### config.mk
export PLATFORM = sky130hd
export DESIGN_NAME = i2c_target_responder
export DESIGN_NICKNAME = d
export VERILOG_FILES = /design/src/rtl/i2c_target_responder.sv
export SDC_FILE = /design/constraint.sdc
export NUM_CORES = 1
export LEC_CHECK = 0
export ABC_AREA = 1
export CORE_MARGIN = 4
export CORE_UTILIZATION = 29
export DETAILED_ROUTE_END_ITERATION = 8
export HOLD_SLACK_MARGIN = 0.06
export PLACE_DENSITY_LB_ADDON = 0.12
export SETUP_SLACK_MARGIN = 0.4
export SLEW_MARGIN = 20
export SYNTH_ARGS = -nofsm -noshare
export SYNTH_HDL_FRONTEND = slang
export SYNTH_SLANG_ARGS = --single-unit
### constraint.sdc
create_clock -name clk_i -period 1.4 [get_ports clk_i]
set_input_delay 0.28 -clock clk_i [delete_from_list [all_inputs] [get_ports clk_i]]
set_output_delay 0.28 -clock clk_i [all_outputs]
set_load 0.005 [all_outputs]
### src/rtl/i2c_target_responder.sv
// -----------------------------------------------------------------------------
// i2c_target_responder
//
// I2C target that answers a single fixed 7-bit address. Write bytes are
// ACKed and presented on a strobe interface; read bytes are fetched through a
// request/valid handshake while SCL is held low (clock stretching).
//
// Ports
//   clk_i       system clock
//   rst_i       synchronous reset, active low
//   scl_i/sda_i raw bus pin levels (synchronized internally)
//   scl_oe_o    1 = pull SCL low (stretch)
//   sda_oe_o    1 = pull SDA low (ACK / read data 0)
//   start_o     one-cycle pulse on START or repeated START
//   stop_o      one-cycle pulse on STOP
//   wr_data_o   last received write byte, held until the next one
//   wr_valid_o  one-cycle pulse, wr_data_o valid
//   rd_req_o    one-cycle pulse requesting the next read byte
//   rd_data_i   read byte, taken when rd_valid_i=1 while stretching
//   rd_valid_i  read byte valid
//   rd_nack_o   one-cycle pulse when the master NACKs a read byte
//   busy_o      1 from an address match until STOP or a non-matching address
// -----------------------------------------------------------------------------
module i2c_target_responder #(
  parameter logic [6:0] TARGET_ADDR    = 7'h22,
  parameter int         I2C_DATA_WIDTH = 8     // only 8 is supported
) (
  input  logic                      clk_i,
  input  logic                      rst_i,
  input  logic                      scl_i,
  input  logic                      sda_i,
  output logic                      scl_oe_o,
  output logic                      sda_oe_o,
  output logic                      start_o,
  output logic                      stop_o,
  output logic [I2C_DATA_WIDTH-1:0] wr_data_o,
  output logic                      wr_valid_o,
  output logic                      rd_req_o,
  input  logic [I2C_DATA_WIDTH-1:0] rd_data_i,
  input  logic                      rd_valid_i,
  output logic                      rd_nack_o,
  output logic                      busy_o
);

  typedef enum logic [3:0] {
    IDLE,
    ADDR,
    ADDR_ACK,
    WR_DATA,
    WR_ACK,
    RD_WAIT,
    RD_DATA,
    RD_ACK,
    WAIT_STOP
  } state_t;

  localparam logic [2:0] LAST_BIT = 3'd7;

  // ---------------------------------------------------------------------------
  // Input synchronizers plus one history flop for edge detection.
  // ---------------------------------------------------------------------------
  logic [1:0] scl_sync;
  logic [1:0] sda_sync;
  logic       scl_hist;
  logic       sda_hist;

  always_ff @(posedge clk_i) begin
    // NOTE: sequential state uses non-blocking assignments so every flop
    // samples the pre-edge value of its neighbours, giving a true shift chain.
    if (!rst_i) begin
      // Reset to the idle-bus level so leaving reset never looks like START.
      scl_sync <= 2'b11;
      sda_sync <= 2'b11;
      scl_hist <= 1'b1;
      sda_hist <= 1'b1;
    end else begin
      scl_sync <= {scl_sync[0], scl_i};
      sda_sync <= {sda_sync[0], sda_i};
      scl_hist <= scl_sync[1];
      sda_hist <= sda_sync[1];
    end
  end

  logic scl;
  logic sda;
  logic scl_rise;
  logic scl_fall;
  logic start_cond;
  logic stop_cond;

  assign scl        = scl_sync[1];
  assign sda        = sda_sync[1];
  assign scl_rise   =  scl & ~scl_hist;
  assign scl_fall   = ~scl &  scl_hist;
  // SDA moving while SCL is high is a bus condition, never a data bit.
  assign start_cond =  scl &  sda_hist & ~sda;
  assign stop_cond  =  scl & ~sda_hist &  sda;

  // ---------------------------------------------------------------------------
  // Protocol FSM with registered outputs.
  // ---------------------------------------------------------------------------
  state_t     state;
  logic [2:0] bit_cnt;
  logic [7:0] shift;
  logic       rw;
  logic       ack_phase;   // ACK slot: SDA already driven / master ACK seen
  logic       rd_loaded;   // read byte captured, release stretch next cycle

  always_ff @(posedge clk_i) begin
    if (!rst_i) begin
      state      <= IDLE;
      bit_cnt    <= 3'd0;
      shift      <= 8'h00;
      rw         <= 1'b0;
      ack_phase  <= 1'b0;
      rd_loaded  <= 1'b0;
      scl_oe_o   <= 1'b0;
      sda_oe_o   <= 1'b0;
      start_o    <= 1'b0;
      stop_o     <= 1'b0;
      wr_data_o  <= '0;
      wr_valid_o <= 1'b0;
      rd_req_o   <= 1'b0;
      rd_nack_o  <= 1'b0;
      busy_o     <= 1'b0;
    end else begin
      start_o    <= 1'b0;
      stop_o     <= 1'b0;
      wr_valid_o <= 1'b0;
      rd_req_o   <= 1'b0;
      rd_nack_o  <= 1'b0;

      if (start_cond) begin
        // busy_o is kept across a repeated START; the next address decides.
        state     <= ADDR;
        bit_cnt   <= 3'd0;
        ack_phase <= 1'b0;
        rd_loaded <= 1'b0;
        scl_oe_o  <= 1'b0;
        sda_oe_o  <= 1'b0;
        start_o   <= 1'b1;
      end else if (stop_cond) begin
        state     <= IDLE;
        ack_phase <= 1'b0;
        rd_loaded <= 1'b0;
        scl_oe_o  <= 1'b0;
        sda_oe_o  <= 1'b0;
        stop_o    <= 1'b1;
        busy_o    <= 1'b0;
      end else begin
        unique case (state)
          IDLE, WAIT_STOP: begin
          end

          ADDR: begin
            if (scl_rise) begin
              shift   <= {shift[6:0], sda};
              bit_cnt <= bit_cnt + 3'd1;
              if (bit_cnt == LAST_BIT) begin
                // shift[6:0] holds the seven address bits; sda is R/W.
                if (shift[6:0] == TARGET_ADDR) begin
                  state  <= ADDR_ACK;
                  busy_o <= 1'b1;
                  rw     <= sda;
                end else begin
                  state  <= WAIT_STOP;
                  busy_o <= 1'b0;
                end
              end
            end
          end

          ADDR_ACK, WR_ACK: begin
            // First fall (8th) drives the ACK, second fall (9th) releases it.
            if (scl_fall) begin
              if (!ack_phase) begin
                sda_oe_o  <= 1'b1;
                ack_phase <= 1'b1;
              end else begin
                sda_oe_o  <= 1'b0;
                ack_phase <= 1'b0;
                bit_cnt   <= 3'd0;
                if (state == WR_ACK || !rw) begin
                  state <= WR_DATA;
                end else begin
                  state     <= RD_WAIT;
                  rd_req_o  <= 1'b1;
                  scl_oe_o  <= 1'b1;
                  rd_loaded <= 1'b0;
                end
              end
            end
          end

          WR_DATA: begin
            if (scl_rise) begin
              shift   <= {shift[6:0], sda};
              bit_cnt <= bit_cnt + 3'd1;
              if (bit_cnt == LAST_BIT) begin
                wr_data_o  <= {shift[6:0], sda};
                wr_valid_o <= 1'b1;
                state      <= WR_ACK;
              end
            end
          end

          RD_WAIT: begin
            // SCL is held low here; bit7 goes out with the load, SCL is
            // released one cycle later so SDA is settled before the rise.
            if (!rd_loaded) begin
              if (rd_valid_i) begin
                shift     <= {rd_data_i[6:0], 1'b0};
                sda_oe_o  <= ~rd_data_i[7];
                rd_loaded <= 1'b1;
              end
            end else begin
              scl_oe_o  <= 1'b0;
              rd_loaded <= 1'b0;
              bit_cnt   <= 3'd0;
              state     <= RD_DATA;
            end
          end

          RD_DATA: begin
            // shift[7] is always the next bit to present on SDA.
            if (scl_fall) begin
              if (bit_cnt == LAST_BIT) begin
                sda_oe_o <= 1'b0;
                bit_cnt  <= 3'd0;
                state    <= RD_ACK;
              end else begin
                sda_oe_o <= ~shift[7];
                shift    <= {shift[6:0], 1'b0};
                bit_cnt  <= bit_cnt + 3'd1;
              end
            end
          end

          RD_ACK: begin
            if (scl_rise) begin
              if (sda) begin
                rd_nack_o <= 1'b1;
                state     <= WAIT_STOP;
              end else begin
                ack_phase <= 1'b1;
              end
            end else if (scl_fall && ack_phase) begin
              ack_phase <= 1'b0;
              state     <= RD_WAIT;
              rd_req_o  <= 1'b1;
              scl_oe_o  <= 1'b1;
              rd_loaded <= 1'b0;
            end
          end

          default: state <= IDLE;
        endcase
      end
    end
  end

endmodule

==> impl_metrics.py <==
# Generated from Yosys and OpenROAD reports
metrics = {
    "drt": {
        "met1_length_um": 2960,
        "wl_met2_um": 3120,
        "ant_nets": 0,
        "met3WireLength_um": 167,
        "wl_per_cell_um": 13.14,
    },
    "global_route": {
        "grt-busiest-layer": "met2",
        "use_met1_pct": 19.94,
        "antenna_found_initial": 0,
        "grtUsageMet2_pct": 27.43,
        "grt-ovfl-total": 0,
        "grt_max_degree": 20,
    },
    "final_layout": {
        "mi_logic_area_sq_um": 1420,
        "clkCellAreaFrac_pct": 3.215,
        "nets": 405,
        "layout.cells.non_filler": 486,
        "lay_top_count": "nand2_1",
        "largest_class": "combinational gates",
        "drive_above_1_share_pct": 51.28,
    },
    "status": {
        "violations": "negative setup slack",
        "status": "complete, but fails checks",
    },
    "yosys": {
        "topCombFamilyByArea": "simple AND/OR/NAND/NOR gates",
        "flop_cell": "dfxtp_1",
        "yosysWarnings": 0,
        "synthTopCellsByCount": "64 x nand2_1, 46 x nor2_1, 40 x dfxtp_1",
        "synth_flop_count": 40,
        "syn_avg_cell_area_sq_um": 6.817,
        "synthesis.nets": 317,
        "yosysMostFrequentCell": "nand2_1",
        "synth-edff-count": 0,
    },
    "cts": {
        "clock-sinks": 40,
        "cts_setup_buffers": 12,
        "insertion_delay_ns": 0.30,
        "cts_resized": 134,
        "clockBufferDepth": 2,
        "holdBufCountCts": 0,
        "cts_tree": "done",
        "cts_inserted_buffers": 5,
        "path_clk_slew_ns": 0.08,
    },
    "placed_design": {
        "place_area_sq_um": 2877,
        "place_inst": 461,
        "place_congestion": 0.7942,
    },
    "worst_setup_path": {
        "startpoint": "state[2]",
        "max_stage_delay_ns": 0.40,
        "path_delay_family": "simple AND/OR/NAND/NOR gates",
        "endpoint": "state[0]",
        "slowest_stage": "dfxtp_4",
        "rr_worst_depth": 11,
    },
    "pwr": {
        "p_int_mw": 3.294,
        "power.density_nw_per_um2": 1675,
        "seq_power_mw": 1.66,
        "comb_power_mw": 3.11,
        "pg_clk_mw": 0.973,
    },
    "floorplan": {
        "ios": 29,
        "dieWidth_um": 92.12,
        "die_area_sq_um": 8485,
    },
    "worst_hold_path": {
        "min_path_type": "register to register",
        "whs_path_depth": 1,
    },
    "timing": {
        "relSlewSlack_pct": 84.21,
        "worstMarginPinSlew_ns": 0.2360,
        "setup_ws_ns": -0.09751,
        "setup_viol": 19,
        "post-route-min-period_ns": 1.498,
    },
    "run": {
        "warnings": 30,
    },
}
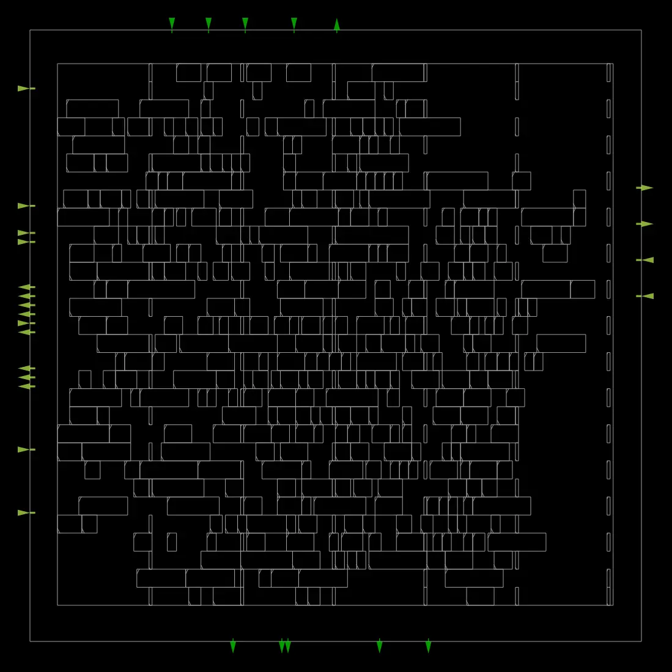
Figure 1: placement view.
Fillers: 699
sequential share of cell area: 24.55%
final core utilization: 50.13%

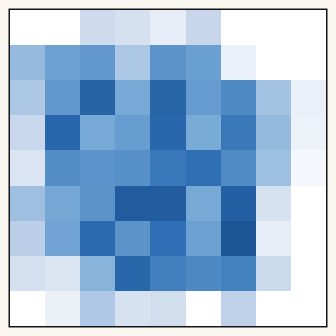
Figure 2: cell density map.
9 x 9 tiles, from white (low) to dark blue (high), 0 to 100% covered.
- nearly empty tiles: 17%
- tiles over 75% full: 12%
- emptiest ninth of the die: top right
FP Core Util: 30.04%
area of the core: 6832 sq um

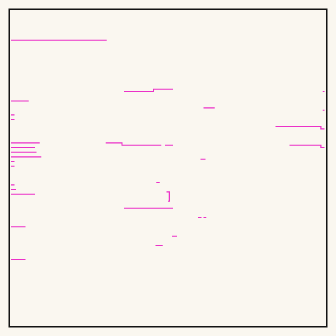
Figure 3: the metal 3 layer.
- longest straight run: 27.6 um
- nets with wire on the layer: 24
- share of all routed wire: 2.6%
- main direction: horizontal
via count: 2,175
met3 GRT Util: 3.035%
drt total wl: 6388 um

Power and IR drop assume default switching activity.
